Run 1, supply network:
The bar under the picture is 50 microns long. Pins as bars on the die edge. Tap cells in gray.
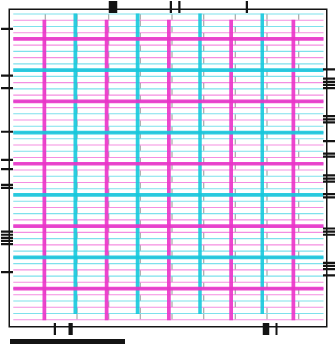
Run 1, cells colored by class:
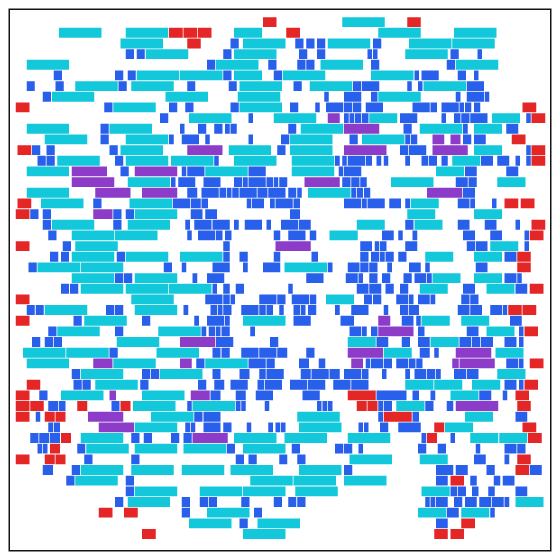
Run 1, clock wires, drivers and flops:
The bar under the picture is 50 microns long.
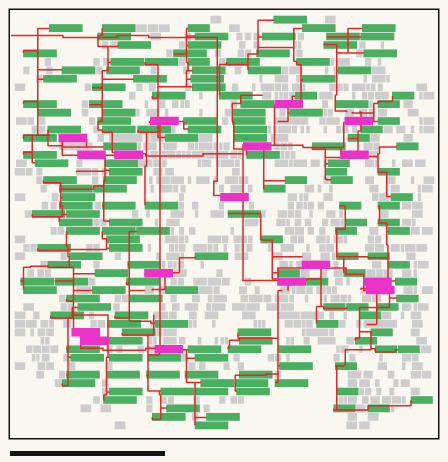
Run 1, wiring by layer:
The bar under the picture is 50 microns long. Two of the layers only.
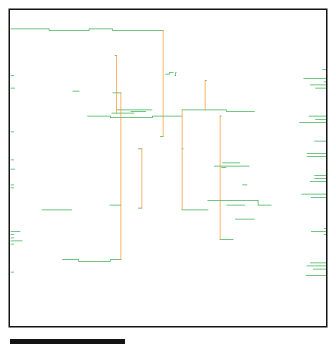
### src/rtl/pwm_multi.sv
// rtl/pwm_multi.sv - multi-channel PWM generator with shared period counter
//
// All channels share one prescaler and one period counter. Each channel has a
// duty shadow register that is copied into the active duty register only at
// a period wrap (or continuously while disabled), so an update never takes
// effect in the middle of a period.
//
// Ports:
//   clk          system clock
//   reset        synchronous, active-high reset
//   enable       1 = run, 0 = hold counters at zero, outputs idle
//   period       period-1 in ticks, taken into use at wrap
//   prescale     one tick every prescale+1 clocks
//   wr_en        duty shadow write strobe
//   wr_addr      channel select; addresses >= CHANNELS are ignored
//   wr_data      duty value, in ticks active
//   out          registered PWM outputs, INVERT bit set = active-low
//   cycle_start  one-clock pulse following each period wrap
module pwm_multi #(
    parameter int                     WIDTH         = 16,
    parameter int                     CHANNELS      = 4,
    parameter int                     ADDR_BITS     = 2,
    parameter int                     PRESCALE_BITS = 8,
    parameter logic [CHANNELS-1:0]    INVERT        = '0
) (
    input  logic                      clk,
    input  logic                      reset,
    input  logic                      enable,
    input  logic [WIDTH-1:0]          period,
    input  logic [PRESCALE_BITS-1:0]  prescale,
    input  logic                      wr_en,
    input  logic [ADDR_BITS-1:0]      wr_addr,
    input  logic [WIDTH-1:0]          wr_data,
    output logic [CHANNELS-1:0]       out,
    output logic                      cycle_start
);

    logic [PRESCALE_BITS-1:0] pre_cnt;
    logic [WIDTH-1:0]         cnt;
    logic [WIDTH-1:0]         period_act;
    logic [WIDTH-1:0]         shadow   [CHANNELS];
    logic [WIDTH-1:0]         duty_act [CHANNELS];
    logic                     tick;
    logic                     wrap;

    assign tick = enable && (pre_cnt == prescale);
    assign wrap = tick && (cnt == period_act);

    always_ff @(posedge clk) begin
        if (reset) begin
            pre_cnt     <= '0;
            cnt         <= '0;
            period_act  <= '1;
            cycle_start <= 1'b0;
            out         <= INVERT;
            for (int i = 0; i < CHANNELS; i++) begin
                shadow[i]   <= '0;
                duty_act[i] <= '0;
            end
        end else begin
            // Prescaler: idle at zero while disabled so a re-enable starts
            // a full prescale interval.
            if (!enable || tick) begin
                pre_cnt <= '0;
            end else begin
                pre_cnt <= pre_cnt + 1'b1;
            end

            if (!enable || wrap) begin
                cnt <= '0;
            end else if (tick) begin
                cnt <= cnt + 1'b1;
            end

            // While disabled the active values track the inputs every clock,
            // so enabling starts a fresh period with current settings.
            if (!enable || wrap) begin
                period_act <= period;
                for (int i = 0; i < CHANNELS; i++) begin
                    duty_act[i] <= shadow[i];
                end
            end

            cycle_start <= wrap;

            // A write on the wrap clock lands in the shadow after duty_act
            // has already sampled the old value, so it applies one period later.
            for (int i = 0; i < CHANNELS; i++) begin
                if (wr_en && (wr_addr == ADDR_BITS'(i))) begin
                    shadow[i] <= wr_data;
                end
            end

            // Zero-extended compare: duty 0 is never active, duty above the
            // period is always active.
            for (int i = 0; i < CHANNELS; i++) begin
                out[i] <= enable ? (({1'b0, cnt} < {1'b0, duty_act[i]}) ^ INVERT[i])
                                 : INVERT[i];
            end
        end
    end

endmodule

### config.mk
export PLATFORM = sky130hd
export DESIGN_NAME = pwm_multi
export DESIGN_NICKNAME = d
export VERILOG_FILES = /design/src/rtl/pwm_multi.sv
export SDC_FILE = /design/constraint.sdc
export NUM_CORES = 1
export LEC_CHECK = 0
export CORE_UTILIZATION = 45
export DETAILED_ROUTE_END_ITERATION = 10
export PLACE_DENSITY_LB_ADDON = 0.05
export SLEW_MARGIN = 20
export SYNTH_ARGS = -nofsm -noshare
export SYNTH_HDL_FRONTEND = slang
export SYNTH_SLANG_ARGS = --single-unit
### constraint.sdc
create_clock -name clk -period 3.3 [get_ports clk]
set_input_delay 0.66 -clock clk [delete_from_list [all_inputs] [get_ports clk]]
set_output_delay 0.66 -clock clk [all_outputs]
set_load 0.005 [all_outputs]
==> metrics.cfg, run 1 <==
[cts]
cts-hold-fix-buffers=0
cts-htree-levels=4
clk_pin_slew_worst_paths_ns=0.06
cts_root_buf=clkbuf_16
cts_resized=0
clock_sinks=173
clock_latency_ns=0.42
clk_path_buf_depth=2

[cells_and_area]
nets=880
fillers=1565
syn2layout_area_growth_pct=17.8
antennaDiodeCount=0

[floorplan]
die_w_microns=138
core_area_sq_mm=0.0180
die_h_microns=138

[logic_synthesis]
yosys_area_sq_mm=0.00829
top_cells_by_count=and2_1, edfxtp_1, inv_1
syn_avg_cell_area_sq_um=11.7
yosysSeqAreaShare_pct=57.2
syn_inst=711
synthArstFlopShare_pct=0
edf_count=128
top_logic_kind=simple AND/OR/NAND/NOR gates
syn_nets=819
ys_sh_adder_pct=9.36
post-synth-top-area-cell=edfxtp_1
synth_cell_types=37
muxShareOfSynthArea_pct=0.121

[final_timing]
timing.setup.tns_ns=0
layout_min_cycle_time_ns=2.50
hold_viol=0
fin_crit_sh_pct=75.9
worst_pin_slew_ns=0.648
fmax_ghz=0.399
hold_ws_ns=0.505
rsz0062_at_grt=no
skew_ns=0.00886
setup_viol=0

[worst_setup_path]
reg2reg_depth=6
start_kind=flip-flop
path_max_fanout=48
r2r_slack_ns=0.80
r2r-end=duty_act[0][6]

[global_route]
grt.overflow.total=0
grt_pass1_wl_mm=26.7
busiest_layer=met2
met2_usage_pct=31.5
antenna_found_initial=0
first_global_vias=5227

[power_and_ir_drop]
p_leak_nw=3.88
power_density_mw_per_mm2=514

[run_status]
outcome=finished, final reports clean

[min_path]
hold_path.class=flip-flop to flip-flop
hp-start=period_act[13]
worstHoldPathCells=1

[placement]
place.gp.congestion=0.817

[drt]
wl_per_cell_microns=16.2
via_per_inst=5.02
drc=0
drt_wl_total_mm=16.5
dr.pass1.iters=4

[job]
log.warning_count=26
cap_viol_max_count=0

Notes on 'supply network' above:
Key: VSS = magenta; VDD = cyan
The core has 49 rows. 50 met1 rails follow the rows. 9 straps on met4. 9 straps on met5. 229 tap cells.

Notes on 'cells colored by class' above:
Key: clock drivers and dummy loads = purple [cells 32]; remaining buffers and delay cells = red [cells 64]; sequential cells = cyan [cells 173]; combinational and other logic = blue [cells 516]

Notes on 'clock wires, drivers and flops' above:
Key: clock drivers = magenta [count 17]; clock wires = red [length 1930 microns]; flip-flops = green [count 173]
Position of the flops: spread over the die. There are 18 routed clock nets.

Notes on 'wiring by layer' above:
Key: metal 3 = green [wire length 483 microns]; metal 4 = orange [wire length 280 microns]

==> run 1: how the worst max path moves through the flow <==
stage,cells after the start,end,start,slack [ns]
floorplan,6,duty_act[0][0],prescale[4],0.39
CTS,6,duty_act[0][6],cnt[15],0.70
global placement,7,duty_act[3][11],prescale[4],0.62
finish,6,duty_act[0][6],cnt[15],0.80
global route,6,duty_act[0][6],cnt[2],0.56
detailed placement,7,duty_act[0][6],prescale[2],0.55
==> run 1: logic make-up after synthesis <==
kind of cell / Yosys count
multiplexers: 1
flip-flops: 173
adder cells (fa/ha/maj): 62
AND/OR/NAND/NOR: 250
buffers and inverters: 109
AND-OR/OR-AND: 72
XOR/XNOR: 44
==> run 1: power breakdown <==
group	total, W	leakage [nW]	switching [W]	internal, W
combinational	0.000340	1.86	0.000179	0.000161
sequential	0.00252	1.70	0.0000429	0.00247
clock	0.00216	0.314	0.000826	0.00133
==> run 1: per-layer routing <==
layer | up-vias | wire [microns]
met4 | 0 | 280
li1 | 2596 | -
met1 | 2390 | 8060
met2 | 84 | 7640
met5 | - | 0
met3 | 18 | 482
==> run 1: worst max-delay path, stage by stage, from the launching register on <==
cell and delay, ns:
dfxtp_1 0.56, xor2_1 0.13, nor4_1 0.39, nand4_1 0.37
o31ai_4 0.33, buf_4 0.37, and2_1 0.20
==> run 1: placed cells by master, fill, tap and decap left out, drive strengths merged, types with 5 or more instances in the layout <==
cell type,netlist,layout
and2,128,128
nor2,26,26
buf,6,14
nand3,11,11
nor3,14,14
a2bb2oi,16,16
clkdlybuf4s50,0,50
o21ai,10,10
clkbuf,16,20
nand2b,7,7
ha,62,62
nand2,14,14
xnor2,22,22
nor4,13,13
inv,87,90
xor2,22,22
nand4,19,19
or3,5,5
a21oi,21,21
edfxtp,128,128
dfxtp,45,45
==> run 1: per-stage QoR <==
step / total power, W / worst slack (ns) / std cells / util, % / area (sq um)
finish: 0.00502 / 0.796 / 1014 / 54.2 / 9760
CTS: 0.00507 / 0.702 / 1014 / 54.2 / 9760
global placement: 0.00290 / 0.617 / 982 / 50.6 / 9110
floorplan: 0.00274 / 0.395 / 711 / - / 8290
global route: 0.00519 / 0.564 / 1014 / 54.2 / 9760
detailed placement: 0.00291 / 0.554 / 982 / 50.6 / 9110
==> run 1: state kept, by name, summed over array words and instances, names as in the netlist <==
| signal | flops |
|---|---|
| period_act | 16 |
| duty_act | 64 |
| cnt | 16 |
| pre_cnt | 8 |
| out | 4 |
| cycle_start | 1 |
| shadow | 64 |
==> run 1: area by class of cell <==
cell class / instances / area, sq um / share of cell area [%]
inverters: 87 / 327 / 3.34
well taps: 229 / 287 / 2.93
repair buffers: 64 / 631 / 6.46
clock inverters: 12 / 181 / 1.86
multi-input cells: 429 / 3130 / 32.0
clock buffers: 20 / 467 / 4.78
flip-flops and latches: 173 / 4740 / 48.6
Run 1, clock routing:
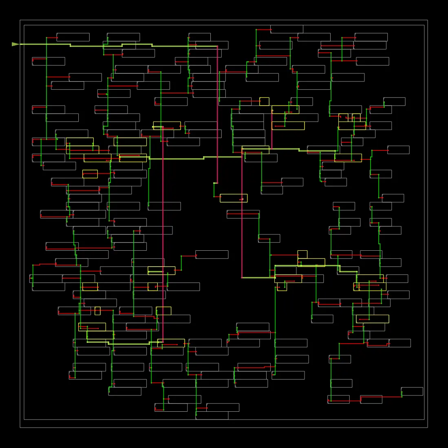

==> run 2, diff against run 1 <==
- clock period: 3.3 -> 2 ns (I/O delays scaled with it)
Run 2, clock routing:
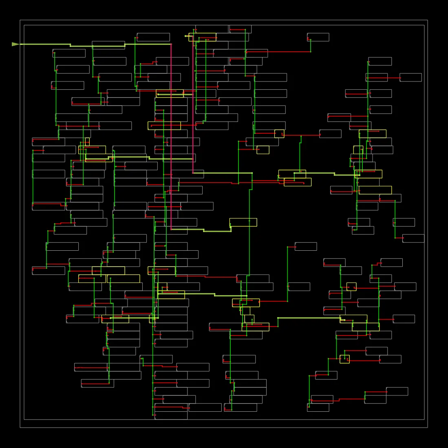
worst skew pair latency: 0.43 ns
total CTS buffers: 17

Run 2, wiring by layer:
The bar under the picture is 50 microns long. Two of the layers only.
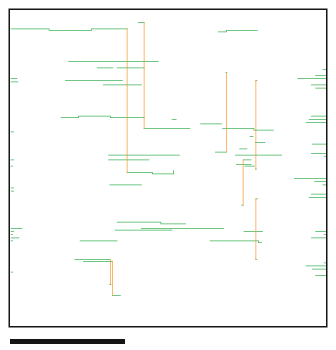
Key: metal 3 = green [wire length 717 microns]; metal 4 = orange [wire length 254 microns]

==> run 2 against run 1 <==
Compared with the run above:
- the run now ends with setup timing left
- synthesized cell count did not move
- count of clock-buffer cells in the layout shrank 2
- critical path depth is 3 higher
- worst hold slack got worse by 0.0052 ns
- non-clock buffer count is 51 higher
- die area unchanged
- utilization is 3.2 points higher
- sequential share of layout area is 2.7 points lower
- first-iteration DRC count down 6.5%
- critical endpoint is now duty_act[3][1]
==> metrics.cfg, run 2 <==
[cells_and_area]
reg.largest.list=duty_act (64), shadow (64)
syn2layout_area_growth_pct=24.7
mostFrequentLayoutCells=and2_1, edfxtp_1, inv_1, ha_1, clkdlybuf4s50_1
fin_cells=1064  ; +4.9%
regArea_sq_mm=0.00475  ; about the same
logic_area_sq_mm=0.00313  ; +0.20%
drive_gt1_share_pct=12.2
final_util_pct=57.4  ; +3.2 points
fillers=1483  ; -5.2%
design_area_sq_mm=0.0103  ; +5.9%
nets=931  ; +5.8%
antennaDiodeCount=0  ; unchanged

[drt]
drt_iter0_drc=288
drt_wl_total_mm=17.3  ; +4.8%
drc=0  ; unchanged
ant_nets=0
num_vias=5239
dr.pass1.iters=4  ; unchanged
via_per_inst=4.92  ; -1.9%
wl_per_cell_microns=16.2  ; -0.15%

[min_path]
hold_path.class=flip-flop to flip-flop

[global_route]
grtUsageTotal_pct=19.7
grt_max_degree=33
grt_pass1_wl_mm=27.2  ; +2.0%
grt.overflow.total=0  ; unchanged
first_global_vias=5280  ; +1.0%
antenna_found_initial=0  ; unchanged

[cts]
cts-hold-fix-buffers=0  ; unchanged
clock_sinks=173  ; unchanged
cts_tree=built
clk_pin_slew_worst_paths_ns=0.06  ; about the same
cts-htree-levels=4  ; unchanged
cts_root_buf=clkbuf_16
clk_path_buf_depth=2  ; unchanged

[logic_synthesis]
synthArstFlopShare_pct=0  ; unchanged
post-synth-top-area-cell=edfxtp_1
top_cells_by_count=and2_1, edfxtp_1, inv_1
yosys_area_sq_mm=0.00829  ; unchanged
edf_count=128  ; unchanged
top_area_share_pct=46.4
yosys_most_used_dff=edfxtp_1
synth_warnings=0
syn_area_sq_mm=0.00829
yosysCellCount=711
syn_inst=711  ; unchanged
syn_avg_cell_area_sq_um=11.7  ; unchanged
ys.flops=173
yosysSeqAreaShare_pct=57.2  ; unchanged
synthTopCellsByArea=edfxtp_1, dfxtp_1, and2_1
syn_nets=819  ; unchanged
synth_cell_types=37  ; unchanged

[worst_setup_path]
crit_chain=xor2_1, nor4_1, buf_4, nand4_1, buf_6, o31ai_4, buf_4, buf_12, and2_1
cpMaxStageDelayCell=dfxtp_2
path_max_fanout=32  ; -33%
critPathArrivalTime_ns=2.39
end_kind=flip-flop
crit_buf_inv=4  ; +3
path_class=flip-flop to flip-flop
cp_top_family=buffers and inverters
crit_required_ns=2.28
crit_top_cell=buf_4
start_kind=flip-flop
cpPeakStageDelay_ns=0.33  ; -0.23 ns

[final_timing]
postLayoutSetupSlackWorst_ns=-0.110  ; -0.906 ns
fin_crit_sh_pct=106  ; +30 points
layout_min_cycle_time_ns=2.11  ; -0.394 ns
skew_ns=0.00761  ; -0.00125 ns
worst_pin_slew_ns=0.948  ; +0.300 ns
rsz0062_at_grt=yes
hold_ws_ns=0.500  ; -0.00523 ns
fmax_ghz=0.474  ; +19%
setup_viol=142  ; +142
finalMaxSlewViolations=0
hold_viol=0  ; unchanged
slew_headroom_pct=36.6

[job]
cap_viol_max_count=0  ; unchanged
log.warning_count=28  ; +7.7%

[run_status]
violations=setup timing
outcome=finished with violations

[floorplan]
core_area_sq_mm=0.0180  ; unchanged
dieArea_sq_mm=0.0190
ioPinCount=51
die_w_microns=138  ; unchanged
rows=49
die_h_microns=138  ; unchanged
fp_util_pct=46.0

[power_and_ir_drop]
power.total_w=0.00837  ; +67%
p_leak_nw=4.21  ; +8.5%
power_density_mw_per_mm2=810  ; +58%
vdd.ir_drop.worst_v=0.000676

[placement]
dp_hpwl_mm=12.6
place_area_sq_mm=0.00953  ; +4.6%
place.gp.congestion=0.843  ; +3.2%
io_buffers=50
dp.cells=1024  ; +4.3%

==> run 2: cell counts after synthesis <==
No cell type changed its count.
==> run 2: layer usage <==
layer / wire length, microns / track usage (%)
met1: 8250 / 25.7
met2: 8040 / 31.9
met3: 716 / 4.97
met4: 254 / 6.58
met5: 0 / 0
==> run 2: report_power, final <==
part,switching (W),total [W],internal [W]
sequential,0.0000795,0.00416,0.00408
clock,0.00143,0.00355,0.00212
combinational,0.000314,0.000658,0.000344
total,0.00183,0.00837,0.00654
==> run 2: worst reg2reg max path, delay by kind of cell (launching register included) <==
kind,cells,cell delay [ns]
buf+inv,4,0.67
simple gates,3,0.60
flops,1,0.33
compound gates,1,0.22
xor+xnor,1,0.15
==> run 2: cells by family after synthesis <==
group                    after synthesis  synth area share, %
buffers and inverters                109                 5.15
adder cells (fa/ha/maj)               62                 9.36
AND/OR/NAND/NOR                      250                 17.5
flip-flops                           173                 57.2
AND-OR/OR-AND                         72                 6.04
multiplexers                           1                0.121
XOR/XNOR                              44                 4.65
==> run 2: what timing repair did <==
item	CTS	global route
endpoints found under the hold margin	0	0
setup endpoints to repair	157	159
pin swaps	0	0
buffers inserted	7	3
cloned	3	0
gates resized	12	9
==> run 2: per-stage QoR <==
stage                     setup WS (ns)  setup TNS [ns]
after floorplan                 0.00927               0
after global placement           -0.340          -53.18
after detailed placement         -0.375          -59.86
after CTS                        -0.134          -14.16
after global routing             -0.208          -25.21
final                            -0.110          -10.84
==> run 2: final timing paths <==
path	startpoint	end	slack (ns)	cells after the start
worst max-delay path	period_act[15]	duty_act[3][1]	-0.11	9
worst min-delay path	period_act[15]	period_act[15]	0.50	1
worst max register to register	period_act[15]	duty_act[3][1]	-0.11	9
worst min register to register	period_act[15]	period_act[15]	0.50	1
==> run 2: layout make-up <==
cell class                 count  share of cell area, %
clock inverter                13                   1.91
tap                          229                   2.77
multi-input combinational    429                   30.3
inverter                      87                   3.16
clock buffer                  18                   4.15
timing repair buffer         115                   11.8
sequential                   173                   45.9
Run 2, cells colored by class:
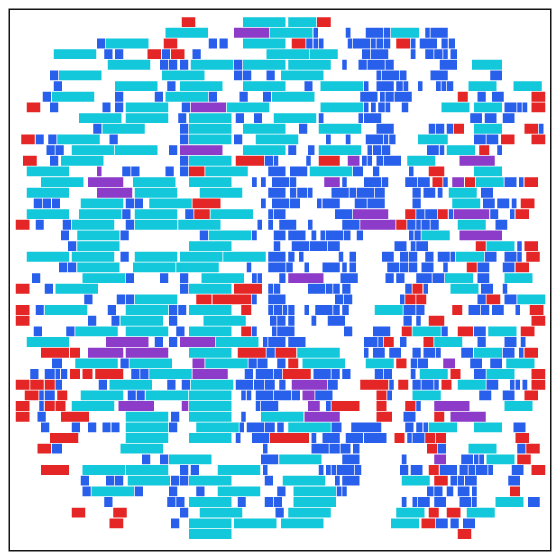

==> run 3, diff against run 2 <==
- HOLD_SLACK_MARGIN: default -> 0.06
- MAX_ROUTING_LAYER: default -> met4
- SLEW_MARGIN: 20 -> default
Run 3, cells colored by class:
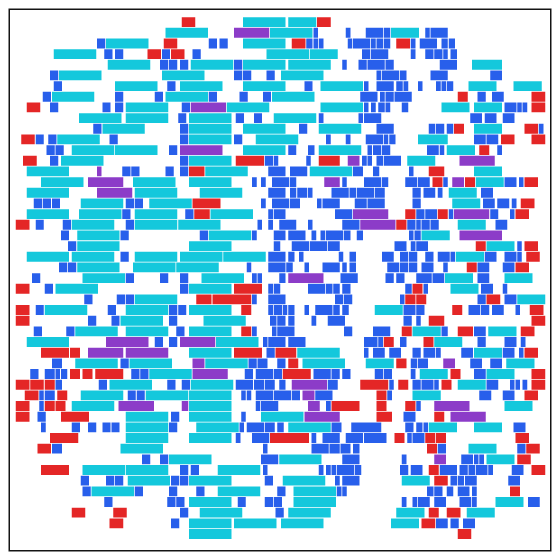
Key: clock drivers and dummy loads = purple [cells 31]; sequential cells = cyan [cells 173]; combinational and other logic = blue [cells 516]; remaining buffers and delay cells = red [cells 115]

Run 3, wiring by layer:
The bar under the picture is 50 microns long. Two of the layers only.
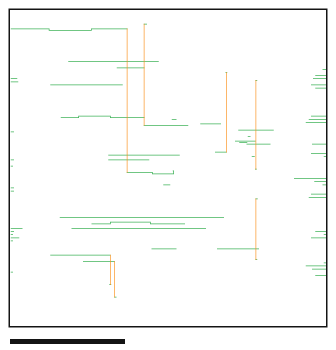
Key: metal 4 = orange [wire length 235 microns]; metal 3 = green [wire length 704 microns]

==> run 3 against run 2 <==
Compared with the run above:
- the run still ends with setup timing left
- combinational power about the same
- global-route usage up 0.59 points
- worst hold slack about the same
- count of clock-buffer cells in the layout unchanged
- die area unchanged
- critical path depth unchanged
- highest routed layer unchanged
- non-clock buffer count unchanged
- power about the same
- register-to-register slack about the same
- wire length about the same
==> metrics.cfg, run 3 <==
[run_status]
outcome=finished with violations
violations=setup timing

[final_timing]
setup_viol=142  ; unchanged
layout_min_cycle_time_ns=2.11  ; -0.000770 ns
hold_viol=0  ; unchanged
fin_crit_sh_pct=105  ; about the same
postLayoutSetupSlackWorst_ns=-0.109  ; +0.000770 ns
slew_headroom_pct=32.8  ; -3.8 points
worst_pin_slew_ns=1.00  ; +0.0565 ns
hold_ws_ns=0.500  ; +0.0000260 ns
fmax_ghz=0.474  ; about the same

[cells_and_area]
mostFrequentLayoutCells=and2_1, edfxtp_1, inv_1, ha_1, clkdlybuf4s50_1
reg.largest.list=duty_act (64), shadow (64)
syn2layout_area_growth_pct=24.7  ; about the same
drive_gt1_share_pct=12.1  ; -0.12 points
fin_cells=1064  ; unchanged
nets=931  ; unchanged
final_util_pct=57.4  ; about the same
antennaDiodeCount=0  ; unchanged

[logic_synthesis]
synthTopCellsByArea=edfxtp_1, dfxtp_1, and2_1
yosysCellCount=711  ; unchanged
synth_warnings=0  ; unchanged
yosys_area_sq_mm=0.00829  ; unchanged
ys.flops=173  ; unchanged
syn_nets=819  ; unchanged
top_area_share_pct=46.4  ; unchanged
top_cells_by_count=and2_1, edfxtp_1, inv_1
yosysSeqAreaShare_pct=57.2  ; unchanged
syn_avg_cell_area_sq_um=11.7  ; unchanged
syn_area_sq_mm=0.00829  ; unchanged
yosys_most_used_dff=edfxtp_1
synthArstFlopShare_pct=0  ; unchanged
post-synth-top-area-cell=edfxtp_1

[power_and_ir_drop]
pwr-share-seq_pct=49.7  ; about the same
vdd.ir_drop.worst_v=0.000677  ; about the same
power_density_mw_per_mm2=810  ; about the same
switchingPower_w=0.00183  ; +0.18%
clkPwrFrac_pct=42.5  ; about the same

[global_route]
grtUsageTotal_pct=20.3  ; +0.59 points
first_global_vias=5277  ; -0.057%
grt.overflow.total=0  ; unchanged
grt_max_degree=33  ; unchanged

[drt]
via_per_inst=4.91  ; -0.34%
dr.pass1.iters=5  ; +1
drc=0  ; unchanged

[cts]
clock_sinks=173  ; unchanged
clk_path_buf_depth=2  ; unchanged
clk_pin_slew_worst_paths_ns=0.07  ; about the same
cts_made_buffers=17  ; unchanged
cts-htree-levels=4  ; unchanged
cts_tree=built

[floorplan]
ioPinCount=51  ; unchanged
core_area_sq_mm=0.0180  ; unchanged
die_h_microns=138  ; unchanged
rows=49  ; unchanged

[worst_setup_path]
r2r_slack_ns=-0.11  ; about the same
crit_top_cell=buf_12
cpMaxStageDelayCell=dfxtp_1
crit_cells=9  ; unchanged
path_max_fanout=14  ; -56%
crit_path_start=cnt[7]
crit_required_ns=2.14  ; -0.14 ns
cpPeakStageDelay_ns=0.34  ; about the same
crit_chain=xor2_1, nor4_1, buf_4, nand4_1, buf_6, o21ai_4, buf_12, buf_12, buf_12

[placement]
dp.cells=1024  ; unchanged
io_buffers=50  ; unchanged
place.gp.congestion=0.856  ; +1.6%

[job]
cap_viol_max_count=0  ; unchanged

[min_path]
hold_path.class=flip-flop to flip-flop

[run 3: netlist changes by cell type in the layout (fill, tap and decap cells not counted)]
cell / previous run / this run
nor2_1: 25 / 26
nor2_2: 1 / 0
[run 3: what timing repair did]
| item | CTS | global route |
|---|---|---|
| resized | 12 | 6 |
| setup endpoints to repair | 157 | 159 |
| buffers inserted | 7 | 2 |
| gates cloned | 3 | 0 |
[run 3: path summary, 6_finish.rpt]
check | end
setup / recovery | duty_act[0][13]
hold / removal | period_act[15]
setup reg to reg | duty_act[0][13]
hold reg to reg | period_act[15]
[run 3: power groups by stage]
stage	logic, W	registers (W)	clock network (W)
CTS	0.000671	0.00416	0.00361
finish	0.000656	0.00416	0.00356
floorplan	0.000327	0.00420	0
global route	0.000728	0.00418	0.00376
global placement	0.000598	0.00425	0
detailed placement	0.000621	0.00424	0
[run 3: layer usage]
layer | GRT usage, % | share of wire [%] | vias up
met5 | - | 0 | -
li1 | - | - | 2701
met2 | 31.9 | 47 | 92
met3 | 4.97 | 4.1 | 16
met4 | 6.58 | 1.4 | 0
met1 | 25.8 | 48 | 2412
[run 3: layout make-up]
cell class / count / area, sq um
fillers: 1483 / 7690
flip-flops and latches: 173 / 4750
multi-input cells: 429 / 3130
repair buffers: 115 / 1220
clock buffers: 18 / 429
inverters: 87 / 327
well taps: 229 / 287
clock inverters: 13 / 198
[run 3: kinds of logic after synthesis]
kind of cell	count (synthesis)	share of synthesized area, %
simple gates	250	17.5
flops	173	57.2
buf+inv	109	5.15
compound gates	72	6.04
fa+ha+maj	62	9.36
xor+xnor	44	4.65
mux	1	0.121
[run 3: per-stage QoR]
step | total power, W | setup TNS [ns] | area, sq um | setup slack (ns)
2_1_floorplan | 0.00453 | 0 | 8320 | 0.00927
3_3_place_gp | 0.00484 | -53.18 | 9530 | -0.340
3_5_place_dp | 0.00486 | -59.86 | 9530 | -0.375
4_1_cts | 0.00844 | -14.16 | 10300 | -0.134
5_1_grt | 0.00867 | -25.48 | 10300 | -0.209
6_report | 0.00838 | -10.68 | 10300 | -0.109
Power figures rest on the tool's default switching activity, not on a simulated workload.
